$ cat src/rtl/fifo_pkg.sv
// Shared constants and helpers for the sync_fifo_ext family.
//   - default geometry and threshold constants
//   - read-mode encodings for the FWFT parameter
//   - count-width helper (enough bits to hold 0..depth)
package fifo_pkg;

   localparam int unsigned FIFO_DEF_DATA_WIDTH    = 32;
   localparam int unsigned FIFO_DEF_DEPTH         = 10;
   localparam int unsigned FIFO_DEF_AFULL_THRESH  = FIFO_DEF_DEPTH - 2;
   localparam int unsigned FIFO_DEF_AEMPTY_THRESH = 2;

   localparam bit FIFO_MODE_STD  = 1'b0;
   localparam bit FIFO_MODE_FWFT = 1'b1;

   // Width needed to represent an occupancy of 0..depth inclusive.
   function automatic int unsigned fifo_cnt_w(input int unsigned depth);
      return $clog2(depth + 1);
   endfunction

endpackage

$ cat src/rtl/fifo_ram.sv
// Simple dual-port storage: synchronous write, asynchronous read.
// Kept separate so it can be replaced by an SRAM macro.
//   clk    : write clock
//   we     : write enable
//   waddr  : write address
//   wdata  : write data
//   raddr  : read address
//   rdata  : read data (combinational from raddr)
module fifo_ram #(
   parameter int unsigned DATA_WIDTH = 32,
   parameter int unsigned DEPTH      = 10,
   parameter int unsigned ADDR_W     = 4
) (
   input  logic                  clk,
   input  logic                  we,
   input  logic [ADDR_W-1:0]     waddr,
   input  logic [DATA_WIDTH-1:0] wdata,
   input  logic [ADDR_W-1:0]     raddr,
   output logic [DATA_WIDTH-1:0] rdata
);

   logic [DATA_WIDTH-1:0] mem [DEPTH];

   // Storage is intentionally not reset.
   always_ff @(posedge clk) begin
      if (we) begin
         mem[waddr] <= wdata;
      end
   end

   assign rdata = mem[raddr];

endmodule

$ cat src/rtl/sync_fifo_ext.sv
// Parametrised single-clock FIFO with arbitrary depth, programmable
// almost-full/almost-empty thresholds, occupancy count, sticky
// overflow/underflow flags, synchronous flush and optional FWFT read.
//   clk, rst_n        : clock, async active-low reset
//   w_en, data_in     : write request and data
//   r_en              : read/pop request
//   flush             : synchronous clear of contents (highest priority)
//   clr_err           : synchronous clear of sticky error flags
//   data_out          : read data (registered, or fall-through when FWFT)
//   full, empty       : occupancy flags
//   almost_full/empty : threshold flags
//   count             : occupancy 0..DEPTH
//   overflow/underflow: sticky error flags
module sync_fifo_ext
   import fifo_pkg::*;
#(
   parameter int unsigned DATA_WIDTH    = FIFO_DEF_DATA_WIDTH,
   parameter int unsigned DEPTH         = FIFO_DEF_DEPTH,
   parameter int unsigned AFULL_THRESH  = DEPTH - 2,
   parameter int unsigned AEMPTY_THRESH = FIFO_DEF_AEMPTY_THRESH,
   parameter bit          FWFT          = FIFO_MODE_STD,
   parameter int unsigned CNT_W         = fifo_cnt_w(DEPTH)
) (
   input  logic                  clk,
   input  logic                  rst_n,
   input  logic                  w_en,
   input  logic [DATA_WIDTH-1:0] data_in,
   input  logic                  r_en,
   input  logic                  flush,
   input  logic                  clr_err,
   output logic [DATA_WIDTH-1:0] data_out,
   output logic                  full,
   output logic                  empty,
   output logic                  almost_full,
   output logic                  almost_empty,
   output logic [CNT_W-1:0]      count,
   output logic                  overflow,
   output logic                  underflow
);

   localparam int unsigned PTR_W = (DEPTH > 1) ? $clog2(DEPTH) : 1;

   logic [PTR_W-1:0]      wr_ptr_q, wr_ptr_d;
   logic [PTR_W-1:0]      rd_ptr_q, rd_ptr_d;
   logic [CNT_W-1:0]      count_q, count_d;
   logic                  full_q, full_d;
   logic                  empty_q, empty_d;
   logic                  afull_q, afull_d;
   logic                  aempty_q, aempty_d;
   logic                  ovf_q, ovf_d;
   logic                  udf_q, udf_d;
   logic                  wr_accept_c;
   logic                  rd_accept_c;
   logic [DATA_WIDTH-1:0] rd_data_c;

   // Explicit wrap so non-power-of-two depths work.
   function automatic logic [PTR_W-1:0] ptr_inc(input logic [PTR_W-1:0] p);
      return (p == PTR_W'(DEPTH - 1)) ? '0 : p + PTR_W'(1);
   endfunction

   fifo_ram #(
      .DATA_WIDTH (DATA_WIDTH),
      .DEPTH      (DEPTH),
      .ADDR_W     (PTR_W)
   ) u_ram (
      .clk   (clk),
      .we    (wr_accept_c),
      .waddr (wr_ptr_q),
      .wdata (data_in),
      .raddr (rd_ptr_q),
      .rdata (rd_data_c)
   );

   // Acceptance; a read frees a slot so a write into a full FIFO is allowed.
   always_comb begin
      rd_accept_c = r_en && !empty_q && !flush;
      wr_accept_c = w_en && (!full_q || rd_accept_c) && !flush;
   end

   // Next-state: pointers, count, flags (from next count) and errors.
   always_comb begin
      wr_ptr_d = wr_ptr_q;
      rd_ptr_d = rd_ptr_q;
      count_d  = count_q;
      ovf_d    = ovf_q && !clr_err;
      udf_d    = udf_q && !clr_err;

      if (flush) begin
         wr_ptr_d = '0;
         rd_ptr_d = '0;
         count_d  = '0;
      end else begin
         if (wr_accept_c) wr_ptr_d = ptr_inc(wr_ptr_q);
         if (rd_accept_c) rd_ptr_d = ptr_inc(rd_ptr_q);
         case ({wr_accept_c, rd_accept_c})
            2'b10:   count_d = count_q + CNT_W'(1);
            2'b01:   count_d = count_q - CNT_W'(1);
            default: count_d = count_q;
         endcase
         // A new error wins over a same-cycle clear.
         if (w_en && full_q && !rd_accept_c) ovf_d = 1'b1;
         if (r_en && empty_q)                udf_d = 1'b1;
      end

      full_d   = (count_d == CNT_W'(DEPTH));
      empty_d  = (count_d == '0);
      afull_d  = (32'(count_d) >= AFULL_THRESH);
      aempty_d = (32'(count_d) <= AEMPTY_THRESH);
   end

   always_ff @(posedge clk or negedge rst_n) begin
      if (!rst_n) begin
         wr_ptr_q <= '0;
         rd_ptr_q <= '0;
         count_q  <= '0;
         full_q   <= 1'b0;
         empty_q  <= 1'b1;
         afull_q  <= (AFULL_THRESH == 0);
         aempty_q <= 1'b1;
         ovf_q    <= 1'b0;
         udf_q    <= 1'b0;
      end else begin
         wr_ptr_q <= wr_ptr_d;
         rd_ptr_q <= rd_ptr_d;
         count_q  <= count_d;
         full_q   <= full_d;
         empty_q  <= empty_d;
         afull_q  <= afull_d;
         aempty_q <= aempty_d;
         ovf_q    <= ovf_d;
         udf_q    <= udf_d;
      end
   end

   // Read data path: registered pop, or fall-through of the head word.
   if (FWFT == FIFO_MODE_STD) begin : g_std
      logic [DATA_WIDTH-1:0] dout_q, dout_d;

      always_comb begin
         dout_d = dout_q;
         if (rd_accept_c) dout_d = rd_data_c;
      end

      always_ff @(posedge clk or negedge rst_n) begin
         if (!rst_n) dout_q <= '0;
         else        dout_q <= dout_d;
      end

      assign data_out = dout_q;
   end else begin : g_fwft
      // Forced to zero while empty so the reset value is deterministic.
      assign data_out = empty_q ? '0 : rd_data_c;
   end

   assign full         = full_q;
   assign empty        = empty_q;
   assign almost_full  = afull_q;
   assign almost_empty = aempty_q;
   assign count        = count_q;
   assign overflow     = ovf_q;
   assign underflow    = udf_q;

endmodule

$ cat config.mk
export PLATFORM = sky130hd
export DESIGN_NAME = sync_fifo_ext
export DESIGN_NICKNAME = d
export VERILOG_FILES = /design/src/rtl/fifo_pkg.sv /design/src/rtl/fifo_ram.sv /design/src/rtl/sync_fifo_ext.sv
export SDC_FILE = /design/constraint.sdc
export NUM_CORES = 1
export LEC_CHECK = 0
export CORE_MARGIN = 3
export CORE_UTILIZATION = 64
export DETAILED_ROUTE_END_ITERATION = 12
export MAX_ROUTING_LAYER = met4
export PLACE_DENSITY = 0.91
export SYNTH_ARGS = -nofsm -noshare
export SYNTH_HDL_FRONTEND = slang
export SYNTH_SLANG_ARGS = --single-unit
$ cat constraint.sdc
create_clock -name clk -period 10 [get_ports clk]
set_clock_uncertainty 0.05 [all_clocks]
set_input_delay 1 -clock clk [delete_from_list [all_inputs] [get_ports clk]]
set_output_delay 1 -clock clk [all_outputs]
set_load 0.1 [all_outputs]
flops_by_reg.png
Other sequential cells in the stronger grey, the rest of the logic in the fainter grey.
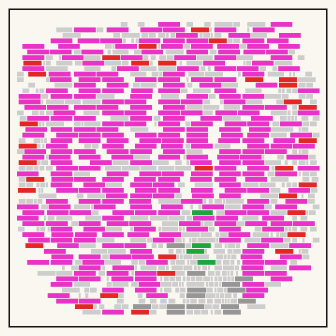
[magenta] u_ram.mem | sequential cells: 320 | where: spread over the die
[green] rd_ptr_q | sequential cells: 4 | where: bottom centre
[red] data_out | sequential cells: 32 | where: spread over the die

clk_routes.png
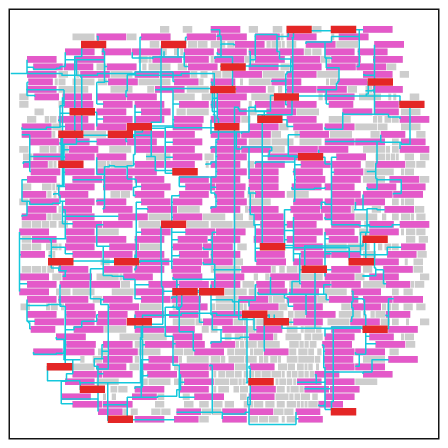
[red] clock drivers | count: 36
[cyan] clock wires | length: 3,820 um
[magenta] flip-flops | count: 370
flops lie: spread over the die
routed clock nets: 37
clock network fraction of design power: 0.329
clk latency late pin: 0.52 ns
Clk power: 0.00134 W

placement_by_type.png
Bar = 50 um.
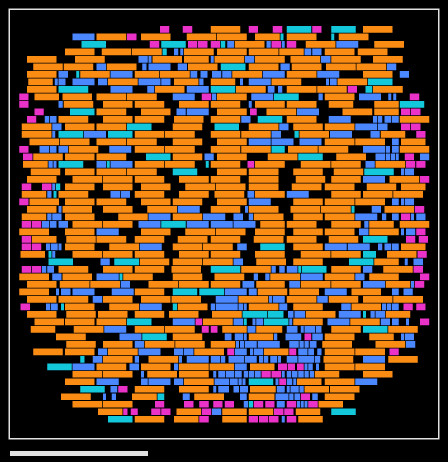
[blue] combinational and other logic | cells: 316
[orange] sequential cells | cells: 370
[magenta] remaining buffers and delay cells | cells: 91
[cyan] clock drivers and dummy loads | cells: 66

==> impl_metrics.ini <==
; physical design summary
[setup_path]
cp-end-kind = flop
cp.depth = 12
critPathTopFamily = buffers and inverters
path_max_fanout = 66

[final_timing]
timing.setup.tns_ns = 0
finalSetupViolCount = 0
slew_headroom = 0.188

[routing]
detail_route.vias_per_cell = 6.72
drc_errors = 0
ant_nets = 0

[power_and_ir_drop]
p_seq_w = 0.00183
p_comb_frac = 0.221
powerDensity_nw_per_um2 = 247
switching_share = 0.314

[cts]
cts_root_buf = clkbuf_16
cts_buffer_depth = 3
cts_buffers = 36
postCtsSetupRepairBufs = 0

[run_status]
status = complete, no violations

[floorplanning]
rows = 53

[yosys]
synth_nets = 767
synthAdderAreaFrac = 0.00439
==> area by class of cell <==
cell class	count	share of cell area
Sequential cell	370	0.657
Multi-Input combinational cell	311	0.197
Clock buffer	45	0.0603
Timing Repair Buffer	91	0.0529
Tap cell	275	0.0208
Clock inverter	21	0.0113
Inverter	5	0.00113
==> per-layer routing <==
metal	vias up	part of all wire	track usage
met5	-	0	-
met4	0	0.037	0.101
met3	91	0.073	0.0445
met2	430	0.53	0.463
met1	3899	0.36	0.338
li1	3096	-	-
==> state kept, by name, summed over array words and instances, names as in the netlist <==
signal / cells
overflow: 1
almost_empty: 1
empty: 1
wr_ptr_q: 4
count: 4
almost_full: 1
u_ram.mem: 320
full: 1
rd_ptr_q: 4
data_out: 32
underflow: 1
Power and IR drop assume default switching activity.
